===== src/rtl/uart_tx_byte_fifo_if.sv =====
`default_nettype none
// ============================================================================
//  Module      : uart_tx_byte_fifo_if
//  Description : Producer-side byte handshake plus the UART controller TX
//                port (tx_data / tx_en / tx_busy) used by uart_tx_byte_fifo.
//  Revision    : 1.0 - initial release
// ============================================================================
interface uart_tx_byte_fifo_if;
    logic [7:0] in_data;
    logic       in_valid;
    logic       in_ready;
    logic [7:0] tx_data;
    logic       tx_en;
    logic       tx_busy;

    // Environment side: producer plus UART controller
    modport master (
        output in_data,
        output in_valid,
        output tx_busy,
        input  in_ready,
        input  tx_data,
        input  tx_en
    );

    // FIFO side
    modport slave (
        input  in_data,
        input  in_valid,
        input  tx_busy,
        output in_ready,
        output tx_data,
        output tx_en
    );
endinterface
`default_nettype wire


===== src/rtl/uart_tx_byte_fifo.sv =====
`default_nettype none
// ============================================================================
//  Module      : uart_tx_byte_fifo
//  Description : DEPTH x 8 circular byte buffer in front of a UART controller.
//                A small drain FSM pops one byte at a time, strobes tx_en for
//                one cycle and then follows tx_busy (with a rise timeout).
//  Revision    : 1.0 - initial release
// ============================================================================
module uart_tx_byte_fifo #(
    parameter int DEPTH        = 16,
    parameter int AW           = 4,
    parameter int BUSY_TIMEOUT = 64
) (
    input  wire logic          clk,
    input  wire logic          rst_n,
    uart_tx_byte_fifo_if.slave bus,
    input  wire logic          flush,
    output logic [AW:0]        level,
    output logic               empty,
    output logic               overflow,
    output logic               timeout
);

    localparam logic [1:0] S_IDLE      = 2'd0;
    localparam logic [1:0] S_LOAD      = 2'd1;
    localparam logic [1:0] S_WAIT_BUSY = 2'd2;
    localparam logic [1:0] S_WAIT_DONE = 2'd3;

    localparam int          TW         = $clog2(BUSY_TIMEOUT) + 1;
    localparam logic [TW-1:0] TIMER_LAST = TW'(BUSY_TIMEOUT - 1);
    localparam logic [AW:0] LEVEL_FULL = (AW+1)'(DEPTH);

    logic [7:0]    mem [DEPTH];
    logic [AW-1:0] wr_ptr;
    logic [AW-1:0] rd_ptr;
    logic [1:0]    state;
    logic [TW-1:0] timer;
    logic [TW-1:0] timer_inc;
    logic [7:0]    tx_data_q;
    logic          tx_en_q;
    logic          full;
    logic          push;
    logic          pop;

    assign full         = (level == LEVEL_FULL);
    assign empty        = (level == '0);
    assign bus.in_ready = ~full;
    assign bus.tx_data  = tx_data_q;
    assign bus.tx_en    = tx_en_q;
    assign timer_inc    = timer + 1'b1;

    // flush beats both a push and a pop sampled on the same edge
    assign push = bus.in_valid & ~full & ~flush;
    assign pop  = (state == S_IDLE) & ~empty & ~bus.tx_busy & ~flush;

    // Byte storage; contents need no reset since level gates every read
    always_ff @(posedge clk) begin
        if (push) begin
            mem[wr_ptr] <= bus.in_data;
        end
    end

    // Pointers and occupancy counter
    always_ff @(posedge clk or negedge rst_n) begin
        if (!rst_n) begin
            wr_ptr <= '0;
            rd_ptr <= '0;
            level  <= '0;
        end else if (flush) begin
            wr_ptr <= '0;
            rd_ptr <= '0;
            level  <= '0;
        end else begin
            if (push) begin
                wr_ptr <= wr_ptr + 1'b1;
            end
            if (pop) begin
                rd_ptr <= rd_ptr + 1'b1;
            end
            case ({push, pop})
                2'b10:   level <= level + 1'b1;
                2'b01:   level <= level - 1'b1;
                default: level <= level;
            endcase
        end
    end

    // Dropped-byte indicator: one cycle after a push attempt while full
    always_ff @(posedge clk or negedge rst_n) begin
        if (!rst_n) begin
            overflow <= 1'b0;
        end else begin
            overflow <= bus.in_valid & full;
        end
    end

    // Drain FSM: load head byte, strobe tx_en, then track tx_busy
    always_ff @(posedge clk or negedge rst_n) begin
        if (!rst_n) begin
            state     <= S_IDLE;
            timer     <= '0;
            tx_data_q <= 8'h00;
            tx_en_q   <= 1'b0;
            timeout   <= 1'b0;
        end else begin
            timeout <= 1'b0;
            tx_en_q <= 1'b0;
            case (state)
                S_IDLE: begin
                    if (pop) begin
                        tx_data_q <= mem[rd_ptr];
                        tx_en_q   <= 1'b1;
                        state     <= S_LOAD;
                    end
                end
                S_LOAD: begin
                    timer <= '0;
                    state <= S_WAIT_BUSY;
                end
                S_WAIT_BUSY: begin
                    if (bus.tx_busy) begin
                        state <= S_WAIT_DONE;
                    end else begin
                        timer <= timer_inc;
                        // Give up once the timer reaches its last count; the
                        // byte is treated as sent and never re-queued.
                        if (timer_inc == TIMER_LAST) begin
                            timeout <= 1'b1;
                            state   <= S_IDLE;
                        end
                    end
                end
                S_WAIT_DONE: begin
                    if (!bus.tx_busy) begin
                        state <= S_IDLE;
                    end
                end
                default: begin
                    state <= S_IDLE;
                end
            endcase
        end
    end

endmodule
`default_nettype wire


===== src/flat_wrapper.sv =====
// flat-port wrapper written by rule: the top's interface ports become plain ports
module uart_tx_byte_fifo_flat 
#(
    parameter int DEPTH        = 16,
    parameter int AW           = 4,
    parameter int BUSY_TIMEOUT = 64
)
  (clk, rst_n, flush, level, empty, overflow, timeout, bus_in_data, bus_in_valid, bus_tx_busy, bus_in_ready, bus_tx_data, bus_tx_en);
  uart_tx_byte_fifo_if bus_i ();
  input  wire logic clk;
  input  wire logic rst_n;
  input  wire logic flush;
  output logic [AW:0] level;
  output logic empty;
  output logic overflow;
  output logic timeout;
  input wire logic [$bits(bus_i.in_data)-1:0] bus_in_data;
  input wire logic [$bits(bus_i.in_valid)-1:0] bus_in_valid;
  input wire logic [$bits(bus_i.tx_busy)-1:0] bus_tx_busy;
  output wire logic [$bits(bus_i.in_ready)-1:0] bus_in_ready;
  output wire logic [$bits(bus_i.tx_data)-1:0] bus_tx_data;
  output wire logic [$bits(bus_i.tx_en)-1:0] bus_tx_en;
  assign bus_i.in_data = bus_in_data;
  assign bus_i.in_valid = bus_in_valid;
  assign bus_i.tx_busy = bus_tx_busy;
  assign bus_in_ready = bus_i.in_ready;
  assign bus_tx_data = bus_i.tx_data;
  assign bus_tx_en = bus_i.tx_en;
  uart_tx_byte_fifo #(.DEPTH(DEPTH), .AW(AW), .BUSY_TIMEOUT(BUSY_TIMEOUT)) u_core (.clk(clk), .rst_n(rst_n), .bus(bus_i), .flush(flush), .level(level), .empty(empty), .overflow(overflow), .timeout(timeout));
endmodule

===== config.mk =====
export PLATFORM = sky130hd
export DESIGN_NAME = uart_tx_byte_fifo_flat
export DESIGN_NICKNAME = d
export VERILOG_FILES = /design/src/rtl/uart_tx_byte_fifo_if.sv /design/src/rtl/uart_tx_byte_fifo.sv /design/src/flat_wrapper.sv
export SDC_FILE = /design/constraint.sdc
export NUM_CORES = 1
export LEC_CHECK = 0
export CORE_UTILIZATION = 50
export CTS_CLUSTER_SIZE = 30
export DETAILED_ROUTE_END_ITERATION = 10
export PLACE_DENSITY = 0.68
export SETUP_SLACK_MARGIN = 0.1
export SLEW_MARGIN = 20
export SYNTH_ARGS = -nofsm -noshare
export SYNTH_HDL_FRONTEND = slang
export SYNTH_SLANG_ARGS = --single-unit
export TNS_END_PERCENT = 100

===== constraint.sdc =====
create_clock -name clk -period 3.9 [get_ports clk]
set_clock_uncertainty 0.1 [all_clocks]
set_input_delay 0.39 -clock clk [delete_from_list [all_inputs] [get_ports clk]]
set_output_delay 0.39 -clock clk [all_outputs]
set_load 0.01 [all_outputs]

Figure 1. Clock wiring as the flow saved it (run 1).
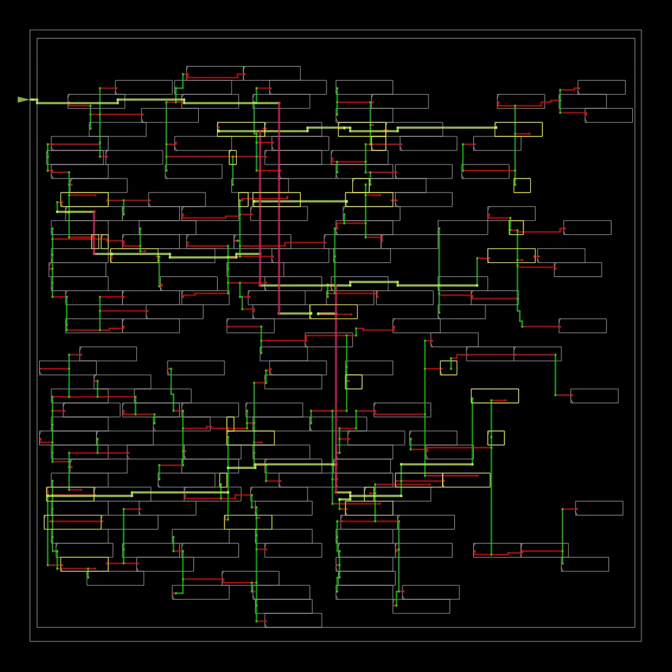
Worst-Skew Late Latency: 0.43 ns
Clk. pwr: 1.53 mW

Figure 2. Signal wires on met4 (run 1).
(4 px per um) Supply wires on this layer in gray.
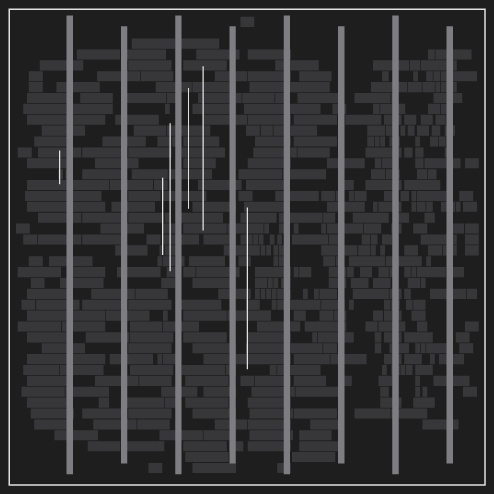
wire length on this layer = 175 um
share of all routed wire = 1.4%
nets with wire on the layer = 4

Figure 3. Cell area per tile (run 1).
(3 px per um) The die is cut into 12 by 12 equal tiles; white is low, dark blue is high, 0 to 100% covered.
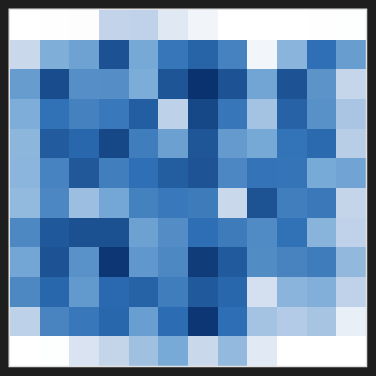
emptiest ninth of the die = bottom right
fullest tile = 99%
nearly empty tiles = 9.0%

==> impl_metrics.env, run 1 <==
# yosys + openroad results
export IMPL_wl_met1_um=5600
export IMPL_vdd_drop_max_v=0.000405
export IMPL_r2r_start="u_core.level[1]$_DFFE_PN0P_"
export IMPL_cts_buffer_depth=2
export IMPL_final_core_util_pct=59.1
export IMPL_met2_usage_pct=31.4
export IMPL_rsz0062_at_grt="false"
export IMPL_tool_warnings=30
export IMPL_synth_cell_types=49
export IMPL_pre_cts_ws_ns=0.648
export IMPL_io_pins=31
export IMPL_grt_max_degree=34
export IMPL_worstReg2RegEnd="u_core.level[4]$_DFFE_PN0P_"
export IMPL_die_w_um=119
export IMPL_async_reset_ff_share_pct=20.5
export IMPL_cp_start_kind="flop"
export IMPL_setup_tns_ns=0
export IMPL_edf_count=128
export IMPL_wl_met2_um=6380
export IMPL_seq_power_share_pct=50.9
export IMPL_drc_errors=0
export IMPL_top_layer="met4"
export IMPL_internal_power_mw=3.03
export IMPL_synthMuxAreaShare_pct=15.0
export IMPL_finalCriticalPeriod_ns=3.24
export IMPL_core_area_um2=13200
export IMPL_wl_per_cell_um=20.3
export IMPL_worstSetupPathDepth=10
export IMPL_status="finished clean"
export IMPL_rows=42
export IMPL_power_leader="sequential cells"
export IMPL_post_cts_resized=0
export IMPL_ys_top_logic_family="multiplexers"
export IMPL_met3WireLength_um=674
export IMPL_startpoint="u_core.level[1]$_DFFE_PN0P_"
export IMPL_logic_area_um2=1990
export IMPL_cts_made_buffers=17
export IMPL_cts_sinks=161
export IMPL_area_delta_synth_final_pct=15.2
export IMPL_die_y_um=119
export IMPL_crit_slowest_cell="or4_1"
export IMPL_setup_violations=0
export IMPL_dp_cells=600
export IMPL_cts_root_buf="clkbuf_16"
export IMPL_finalClockPeriodUsage_pct=83.1
export IMPL_p_clk_share_pct=38.1
export IMPL_hold_viol_final=0
export IMPL_synth_seq_share_pct=68.7
export IMPL_crit_buf_inv=2
export IMPL_top_area_cell="edfxtp_1"
export IMPL_p_seq_mw=2.05
export IMPL_top_cells_by_area="edfxtp_1 (57%), dfrtp_1 (12%), mux4_2 (11%), mux2i_1 (3.7%), nor2_1 (2.0%)"
export IMPL_tightest_slew_ns=0.928
export IMPL_yosysWarnings=0
export IMPL_ff_type="edfxtp_1"
export IMPL_final_cells=632
export IMPL_reg2reg_slack_ns=0.66
export IMPL_crit_chain="or4_1 > o21ai_4 > inv_2 > nand2b_1 > inv_2 > ha_1 > nor2b_1 > o221ai_1 > o22ai_1 > and4b_1"
export IMPL_end_kind="flop"
export IMPL_p_total_mw=4.03
export IMPL_ys_cells=406
export IMPL_ff2ff_path_depth=10
export IMPL_use_met3_pct=6.13
export IMPL_final_layout_size_suffix_gt1_share_pct=18.2
export IMPL_hold_worst_slack_ns=0.326
export IMPL_regArea_um2=4670
export IMPL_critPathKind="reg -> reg"
export IMPL_p_comb_share_pct=11.0
export IMPL_drv_slew=0
export IMPL_switching_share_pct=24.9
export IMPL_grt_pass1_vias=3617
export IMPL_grt_overflow=0
export IMPL_fa_ha_area_share_pct=2.14
export IMPL_grt_antenna_before_repair=0
export IMPL_crit_required_ns=4.12
export IMPL_met1_usage_pct=26.0
export IMPL_gp_congestion=0.835
export IMPL_path_delay_family="simple AND/OR/NAND/NOR gates"
export IMPL_hold_buffers=0
export IMPL_synth_compound_area_share_pct=4.64
export IMPL_h_tree_depth=4
export IMPL_fp_util_pct=51.3
export IMPL_yosys_area_um2=6790
export IMPL_fin_nets=467
export IMPL_fmax_mhz=308
export IMPL_synthCells=406
export IMPL_largest_register_ffs=128
export IMPL_nFillCells=994
export IMPL_cp_max_fo=10
export IMPL_ant_nets=0
export IMPL_dp_hpwl_um=8230
export IMPL_chipArea_um2=14100
export IMPL_simple_gate_area_share_pct=6.45
export IMPL_detailed_place_area_um2=7290
export IMPL_power_switching_mw=1.00
export IMPL_p_leak_nw=2.65
export IMPL_wl_um=12800
export IMPL_via_count=3577
export IMPL_cts_tree="done"
export IMPL_avgSynthCellArea_um2=16.7
export IMPL_min_path_type="in -> async"
export IMPL_synth_nets=430
export IMPL_post_route_cell_area_um2=7830
export IMPL_busiest_layer="met2"
export IMPL_maxSlewHeadroom_pct=37.9
[run 1: worst reg2reg max path: stages (launching register included)]
cell and delay [ns]:
dfrtp_1 0.43, or4_1 0.73, o21ai_4 0.38, inv_2 0.12, nand2b_1 0.16, inv_2 0.07, ha_1 0.35, nor2b_1 0.24
o221ai_1 0.17, o22ai_1 0.19, and4b_1 0.21
[run 1: synth_stat cells, drive strengths merged (4+ instances only)]
master,instances
clkbuf,12
nand2,23
o21ai,12
o221ai,9
edfxtp,128
ha,10
mux4,32
dfrtp,33
a21oi,4
nand2b,4
inv,11
nand3,10
xor2,4
o211ai,5
nor2,37
xnor2,5
buf,8
mux2i,25
[run 1: area by class of cell]
| type | instances | area share (%) |
|---|---|---|
| clock buffers | 19 | 5.53 |
| clock inverters | 13 | 1.41 |
| inverters | 11 | 0.527 |
| multi-input cells | 214 | 25.5 |
| flip-flops and latches | 161 | 59.7 |
| well taps | 176 | 2.81 |
| repair buffers | 38 | 4.60 |
[run 1: cell usage in the layout, fill, tap and decap left out, types with 2 or more instances in the layout]
cell type	n
xor2_1	4
a211oi_1	2
nor3_1	3
mux2_4	3
nand3_1	10
nand2_1	22
clkdlybuf4s50_1	30
dfrtp_1	31
inv_2	2
o311ai_0	2
buf_4	8
dfrtp_2	2
edfxtp_1	128
o2111ai_1	2
ha_1	10
o211ai_1	4
o21ai_0	11
clkinv_1	3
nor2b_1	3
or2_2	2
nor2_1	37
inv_6	3
mux4_2	32
mux2i_1	25
nand4b_1	2
o221ai_1	9
nand2b_1	3
a21oi_1	3
clkinvlp_4	2
clkbuf_1	2
clkinv_4	2
xnor2_1	5
nor4_1	2
clkbuf_16	17
clkinv_2	2
inv_1	9
Figure 4. Sequential cells colored by netlist name (run 1).
(4 px per um)
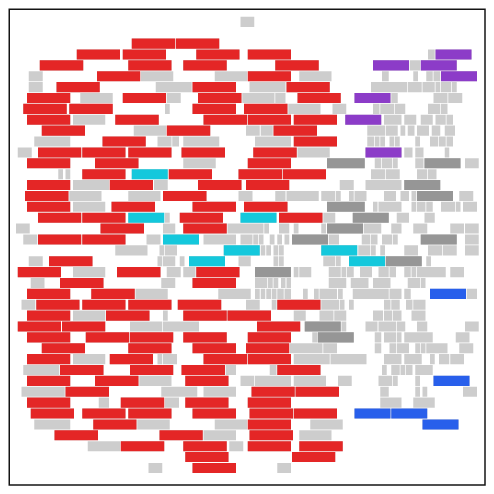

==> run 1 -> run 2 <==
==> constraint.sdc (replaced) <==
create_clock -name clk -period 3.2 [get_ports clk]
set_clock_uncertainty 0.1 [all_clocks]
set_input_delay 0.32 -clock clk [delete_from_list [all_inputs] [get_ports clk]]
set_output_delay 0.32 -clock clk [all_outputs]
set_load 0.01 [all_outputs]
Figure 5. Sequential cells colored by netlist name (run 2).
(4 px per um)
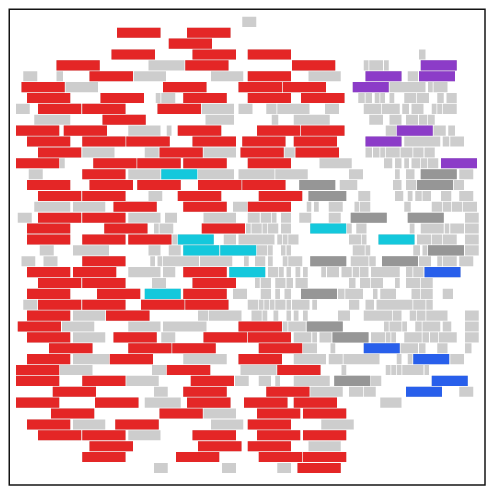
blue -> u_core.level  # sequential cells 5, where bottom right
cyan -> u_core.bus.tx_data  # sequential cells 8
red -> u_core.mem  # sequential cells 128
purple -> u_core.timer  # sequential cells 7, where top right
not colored = 13

==> run 2 against run 1 <==
Area after synthesis stayed put. Highest routed layer unchanged. Clock power increased by 27%. Sequential share of layout area is 1.4 points lower. Via count up 3.7%. Sequential power up about 20%. First-iteration DRC count rose by 11%. Clock-buffer cell count stayed put. Synthesized cell count did not move.
==> impl_metrics.env, run 2 <==
# yosys + openroad results
export IMPL_dr_pass1_iters=4
export IMPL_top_area_cell="edfxtp_1"
export IMPL_wl_per_cell_um=20.4
export IMPL_setup_tns_ns=0
export IMPL_setup_violations=0
export IMPL_mostFrequentLayoutCell="edfxtp_1"
export IMPL_busiest_layer="met2"
export IMPL_most_common_cell="edfxtp_1"
export IMPL_rsz0062_at_grt="false"
export IMPL_cts_buffer_depth=2
export IMPL_final_layout_size_suffix_gt1_share_pct=21.6
export IMPL_powerDensity_nw_per_um2=627
export IMPL_synth_cell_types=49
export IMPL_p_total_mw=5.03
export IMPL_via_count=3709
export IMPL_grt_pass1_vias=3782
export IMPL_crit_slowest_cell="or4_1"
export IMPL_cts_made_buffers=17
export IMPL_cp_max_fo=5
export IMPL_ant_nets=0
export IMPL_r2r_start="u_core.level[1]$_DFFE_PN0P_"
export IMPL_tightest_slew_ns=0.680
export IMPL_use_met3_pct=5.31
export IMPL_die_y_um=119
export IMPL_met1_usage_pct=26.5
export IMPL_startpoint="u_core.level[1]$_DFFE_PN0P_"
export IMPL_rows=42
export IMPL_vdd_drop_max_v=0.000448
export IMPL_crit_chain="or4_1 > o21ai_4 > inv_2 > nand2b_1 > inv_2 > ha_1 > nor2b_1 > o221ai_1 > o22ai_1 > and4b_1"
export IMPL_cp_arrival_ns=3.12
export IMPL_nFillCells=974
export IMPL_top_layer="met4"
export IMPL_drv_slew=0
export IMPL_grt_usage_pct=20.9
export IMPL_hold_worst_slack_ns=0.296
export IMPL_finalCriticalPeriod_ns=2.89
export IMPL_ff_type="edfxtp_1"
export IMPL_critPathKind="reg -> reg"
export IMPL_yosysWarnings=0
export IMPL_lay_top_cells="edfxtp_1 (128), nor2_1 (37), mux4_2 (32), dfrtp_1 (32), clkdlybuf4s50_1 (29)"
export IMPL_cp_start_kind="flop"
export IMPL_p_leak_nw=2.78
export IMPL_drc_errors=0
export IMPL_grt_first_pass_wirelength_um=20900
export IMPL_netlist_area_um2=6790
export IMPL_synth_seq_share_pct=68.7
export IMPL_wl_met1_um=5850
export IMPL_async_reset_ff_share_pct=20.5
export IMPL_dp_hpwl_um=8330
export IMPL_h_tree_depth=4
export IMPL_cts_root_buf="clkbuf_16"
export IMPL_top_register="u_core.mem"
export IMPL_wl_met2_um=6630
export IMPL_clk_pin_slew_ns=0.06
export IMPL_maxSlewHeadroom_pct=54.3
export IMPL_crit_required_ns=3.43
export IMPL_die_w_um=119
export IMPL_min_path_type="in -> async"
export IMPL_top_cells_by_count="edfxtp_1 (128), nor2_1 (37), dfrtp_1 (33)"
export IMPL_finalClockPeriodUsage_pct=90.4
export IMPL_avgSynthCellArea_um2=16.7
export IMPL_pre_cts_ws_ns=0.156
export IMPL_detailed_place_area_um2=7440
export IMPL_cts_tree="done"
export IMPL_status="finished clean"
export IMPL_crit_top_cell="inv_2"
export IMPL_path_delay_family="simple AND/OR/NAND/NOR gates"
export IMPL_area_delta_synth_final_pct=18.0
export IMPL_crit_buf_inv=2
export IMPL_core_area_um2=13200
export IMPL_synthCells=406
export IMPL_yosys_area_um2=6790
export IMPL_synth_nets=430
export IMPL_layout_setup_ws_ns=0.306
export IMPL_fp_util_pct=51.3
export IMPL_ys_cells=406
export IMPL_fmax_mhz=346
export IMPL_tool_warnings=30
export IMPL_cts_sinks=161
export IMPL_gp_congestion=0.842
export IMPL_post_route_cell_area_um2=8020
export IMPL_io_pins=31
export IMPL_grt_max_degree=34
export IMPL_met3WireLength_um=592
export IMPL_end_kind="flop"
export IMPL_hold_viol_final=0
export IMPL_reg2reg_slack_ns=0.31
export IMPL_clock_latency_ns=0.43
export IMPL_chipArea_um2=14100
export IMPL_wl_um=13300
export IMPL_critPathMaxStageDelay_ns=0.64
export IMPL_largest_register_ffs=128
export IMPL_top_cells_by_area="edfxtp_1 (57%), dfrtp_1 (12%), mux4_2 (11%), mux2i_1 (3.7%), nor2_1 (2.0%)"
export IMPL_fin_nets=488
export IMPL_edf_count=128
export IMPL_grt_antenna_before_repair=0
export IMPL_grt_overflow=0
export IMPL_met2_usage_pct=34.4
-- run 2: cell counts after synthesis --
No cell type changed its count.
-- run 2: kinds of logic (layout without fill, tap and decap cells) --
family / count (synthesis) / count (layout) / synth area share, %
AND/OR/NAND/NOR: 93 / 93 / 6.45
adder cells (fa/ha/maj): 11 / 11 / 2.14
AND-OR/OR-AND: 41 / 41 / 4.64
flip-flops: 161 / 161 / 68.7
multiplexers: 60 / 60 / 15.0
XOR/XNOR: 9 / 9 / 1.16
buffers and inverters: 31 / 101 / 1.93
-- run 2: path summary, 6_finish.rpt --
kind                                                      to  cells past startpoint
max reg2reg                      u_core.level[4]$_DFFE_PN0P_                     10
min                             u_core.wr_ptr[0]$_DFFE_PN0P_                      2
min in group clk           u_core.bus.tx_data[2]$_DFFE_PN0P_                      2
min reg2reg                u_core.bus.tx_data[2]$_DFFE_PN0P_                      2
max                              u_core.level[4]$_DFFE_PN0P_                     10
max in group asynchronous        u_core.timer[3]$_DFFE_PN0P_                      3
-- run 2: area by class of cell --
cell class	instances	area [um2]	area share, %
inverter	11	41.3	0.515
multi-input combinational	214	1990	24.9
clock inverter	12	131	1.64
tap	176	220	2.75
clock buffer	19	433	5.40
sequential	161	4670	58.3
timing repair buffer	59	528	6.59
-- run 2: per-stage QoR --
step	cells	utilization, %
after global placement	619	56.2
after floorplan	406	-
after global routing	652	60.5
after detailed placement	619	56.2
after CTS	650	60.4
final	652	60.5
-- run 2: what timing repair did --
action	4_1_cts	5_1_grt
hold endpoints to repair	0	20
setup buffers	0	1
setup endpoints to repair	0	1
hold buffers	0	1
gates resized	0	1
-- run 2: power by group --
| group | internal (mW) | total, mW | switching (mW) |
|---|---|---|---|
| registers | 2.36 | 2.46 | 0.104 |
| clock network | 1.15 | 1.95 | 0.804 |
| logic | 0.290 | 0.613 | 0.324 |
Figure 6. Clock wiring as the flow saved it (run 2).
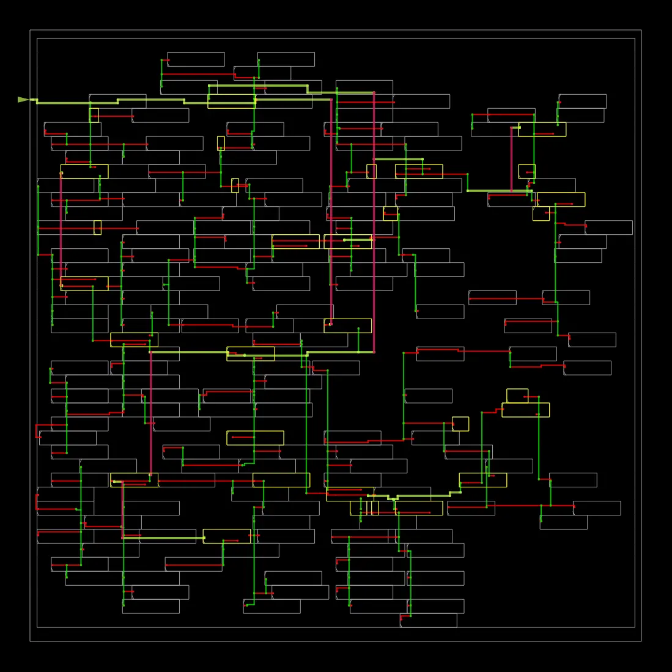

==> run 2 -> run 3 <==
--- a/config.mk
+++ b/config.mk
@@ -5,10 +5,10 @@
 export SDC_FILE = /design/constraint.sdc
 export NUM_CORES = 1
 export LEC_CHECK = 0
-export CORE_UTILIZATION = 50
+export CORE_UTILIZATION = 60
 export CTS_CLUSTER_SIZE = 30
 export DETAILED_ROUTE_END_ITERATION = 10
-export PLACE_DENSITY = 0.68
+export PLACE_DENSITY = 0.79
 export SETUP_SLACK_MARGIN = 0.1
 export SLEW_MARGIN = 20
 export SYNTH_ARGS = -nofsm -noshare
Figure 7. Clock wiring as the flow saved it (run 3).
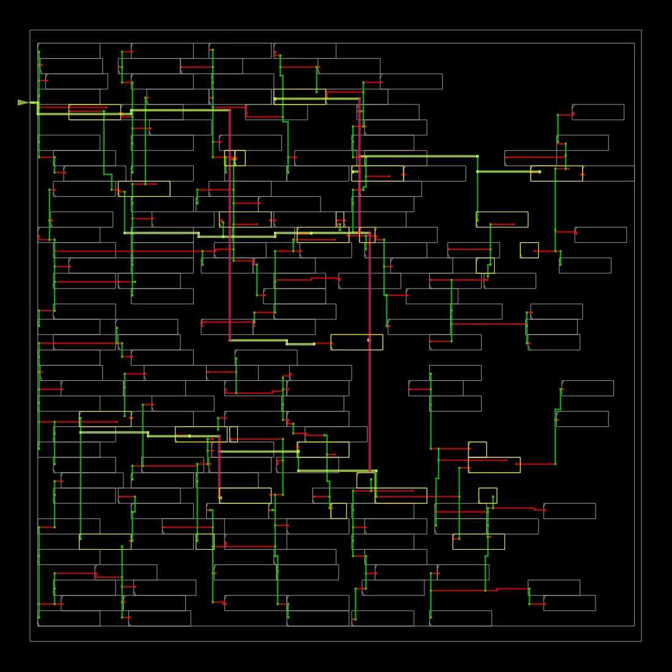
Num Clock Sinks: 161
clkbuf count: 17
CTS Buf Count: 17
FFs & Latches: 161

==> run 3 against run 2 <==
Non-clock buffer count decreased by 1. Area after synthesis did not move. Routed wire length grew 0.11%. Critical endpoint unchanged. Highest routed layer unchanged.
==> impl_metrics.env, run 3 <==
# yosys + openroad results
export IMPL_wl_um=13300
export IMPL_tool_warnings=30
export IMPL_finalCriticalPeriod_ns=2.88
export IMPL_cts_buffer_depth=2
export IMPL_worstReg2RegEnd="u_core.level[4]$_DFFE_PN0P_"
export IMPL_end_kind="flop"
export IMPL_die_w_um=108
export IMPL_setup_tns_ns=0
export IMPL_status="finished clean"
export IMPL_synth_cell_types=49
export IMPL_fin_nets=487
export IMPL_synth_seq_share_pct=68.7
export IMPL_post_route_cell_area_um2=7910
export IMPL_largest_register_ffs=128
export IMPL_detailed_place_area_um2=7400
export IMPL_critPathMaxStageDelay_ns=0.63
export IMPL_crit_slowest_cell="or4_1"
export IMPL_dp_hpwl_um=8400
export IMPL_powerDensity_nw_per_um2=609
export IMPL_io_pins=31
export IMPL_hold_worst_slack_ns=0.306
export IMPL_fp_util_pct=62.1
export IMPL_synthCells=406
export IMPL_h_tree_depth=4
export IMPL_top_area_cell="edfxtp_1"
export IMPL_crit_end="u_core.level[4]$_DFFE_PN0P_"
export IMPL_gp_congestion=0.900
export IMPL_p_leak_nw=2.74
export IMPL_layout_setup_ws_ns=0.316
export IMPL_tightest_slew_ns=0.889
export IMPL_async_reset_ff_share_pct=20.5
export IMPL_final_layout_size_suffix_gt1_share_pct=21.6
export IMPL_chipArea_um2=11800
export IMPL_avgSynthCellArea_um2=16.7
export IMPL_clock_latency_ns=0.42
export IMPL_yosysWarnings=0
export IMPL_grt_antenna_before_repair=0
export IMPL_grt_pass1_vias=3863
export IMPL_cp_max_fo=5
export IMPL_area_delta_synth_final_pct=16.5
export IMPL_maxSlewHeadroom_pct=40.6
export IMPL_cp_arrival_ns=3.09
export IMPL_clk_pin_slew_ns=0.06
export IMPL_path_delay_family="simple AND/OR/NAND/NOR gates"
export IMPL_grt_max_degree=34
export IMPL_drc_errors=0
export IMPL_mostFrequentLayoutCell="edfxtp_1"
export IMPL_finalClockPeriodUsage_pct=90.1
export IMPL_crit_buf_inv=2
export IMPL_top_register="u_core.mem"
export IMPL_grt_first_pass_wirelength_um=20800
export IMPL_fmax_mhz=347
export IMPL_core_area_um2=10900
export IMPL_rsz0062_at_grt="false"
export IMPL_ys_cells=406
export IMPL_cts_root_buf="clkbuf_16"
export IMPL_ff_type="edfxtp_1"
export IMPL_worstSetupPathDepth=10
export IMPL_lay_top_cells="edfxtp_1 (128), nor2_1 (37), mux4_2 (32), dfrtp_1 (32), clkdlybuf4s50_1 (30)"
export IMPL_edf_count=128
export IMPL_wl_per_cell_um=21.7
export IMPL_via_count=3741
export IMPL_synth_nets=430
export IMPL_reg2reg_slack_ns=0.32
export IMPL_top_cells_by_area="edfxtp_1 (57%), dfrtp_1 (12%), mux4_2 (11%), mux2i_1 (3.7%), nor2_1 (2.0%)"
export IMPL_crit_required_ns=3.41
export IMPL_crit_top_cell="inv_2"
export IMPL_critPathKind="reg -> reg"
export IMPL_vdd_drop_max_v=0.000537
export IMPL_grt_usage_pct=25.5
export IMPL_drv_slew=0
export IMPL_pre_cts_ws_ns=0.0744
export IMPL_grt_overflow=0
export IMPL_ff2ff_path_depth=10
export IMPL_ant_nets=0
export IMPL_most_common_cell="edfxtp_1"
export IMPL_crit_chain="or4_1 > o21ai_4 > inv_2 > nand2b_1 > inv_2 > ha_1 > nor2b_1 > o221ai_1 > o22ai_1 > and4b_1"
export IMPL_min_path_type="in -> async"
export IMPL_rows=38
export IMPL_netlist_area_um2=6790
export IMPL_top_cells_by_count="edfxtp_1 (128), nor2_1 (37), dfrtp_1 (33)"
export IMPL_r2r_start="u_core.level[1]$_DFFE_PN0P_"
export IMPL_die_y_um=108
export IMPL_dr_pass1_iters=4
export IMPL_yosys_area_um2=6790
export IMPL_hold_viol_final=0
export IMPL_startpoint="u_core.level[1]$_DFFE_PN0P_"
export IMPL_cp_start_kind="flop"
export IMPL_setup_violations=0
export IMPL_p_total_mw=4.82
[run 3: kinds of logic (layout without fill, tap and decap cells)]
| group | count (synthesis) | count (layout) | synth area share, % |
|---|---|---|---|
| compound gates | 41 | 41 | 4.64 |
| xor+xnor | 9 | 9 | 1.16 |
| fa+ha+maj | 11 | 11 | 2.14 |
| buf+inv | 31 | 98 | 1.93 |
| flops | 161 | 161 | 68.7 |
| mux | 60 | 60 | 15.0 |
| simple gates | 93 | 93 | 6.45 |
[run 3: per-stage QoR]
| step | cells | utilization [%] |
|---|---|---|
| after CTS | 612 | 72.3 |
| final | 613 | 72.4 |
| after global routing | 613 | 72.4 |
| after floorplan | 406 | - |
| after detailed placement | 583 | 67.6 |
| after global placement | 583 | 67.6 |
[run 3: final cells by class]
| cell class | count | area [um2] |
|---|---|---|
| tap | 140 | 175 |
| inverter | 11 | 41.3 |
| clock buffer | 17 | 425 |
| sequential | 161 | 4670 |
| clock inverter | 12 | 85.1 |
| timing repair buffer | 58 | 523 |
| fill | 693 | 3020 |
| multi-input combinational | 214 | 1990 |
[run 3: timing repair]
item	in CTS	in global routing
endpoints found under the hold margin	0	0
endpoints found under the setup margin	0	1
gates resized	0	1
buffers inserted	0	1
hold buffers	0	0
[run 3: routing by layer]
layer  global-route usage [%]  vias up  share of wire, %
met2                     42.3      102                53
li1                         -     1706                 -
met4                     9.65        0               1.5
met5                        0        -                 0
met3                     8.14       18               5.2
met1                     31.3     1915                41
[run 3: power breakdown]
group	leakage [nW]	switching (mW)	internal, mW
Combinational	0.903	0.306	0.284
Clock	0.248	0.776	0.980
Sequential	1.59	0.113	2.36

==> gallery <==
Metal layers overlaid.
(4 px per um)
picture 1
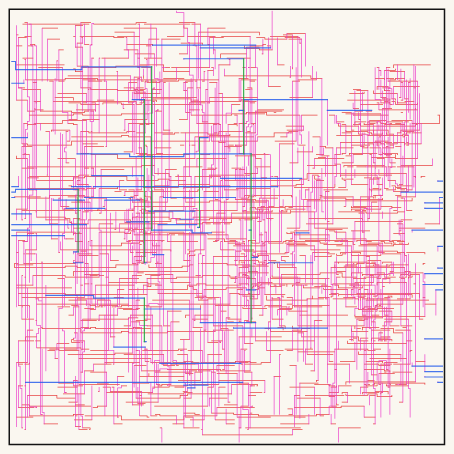
picture 2
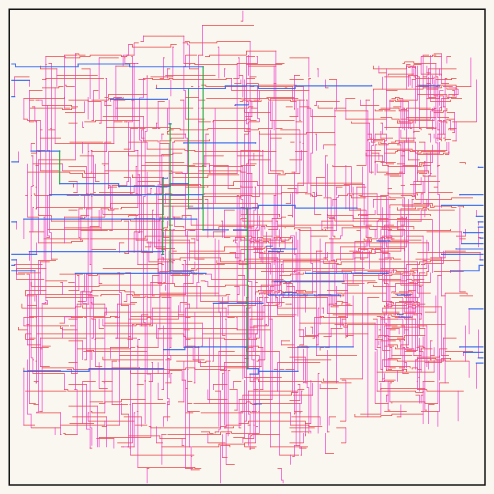
picture 3
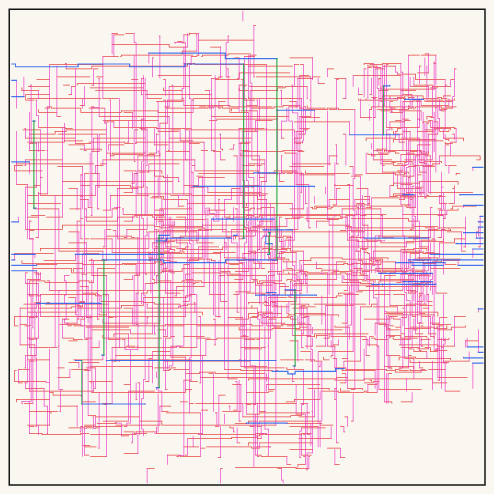
run 3 -> picture 1
run 1 -> picture 2
run 2 -> picture 3
Of these, smallest die: picture 1

No activity file was given, so power comes from the tool's default toggle rates.
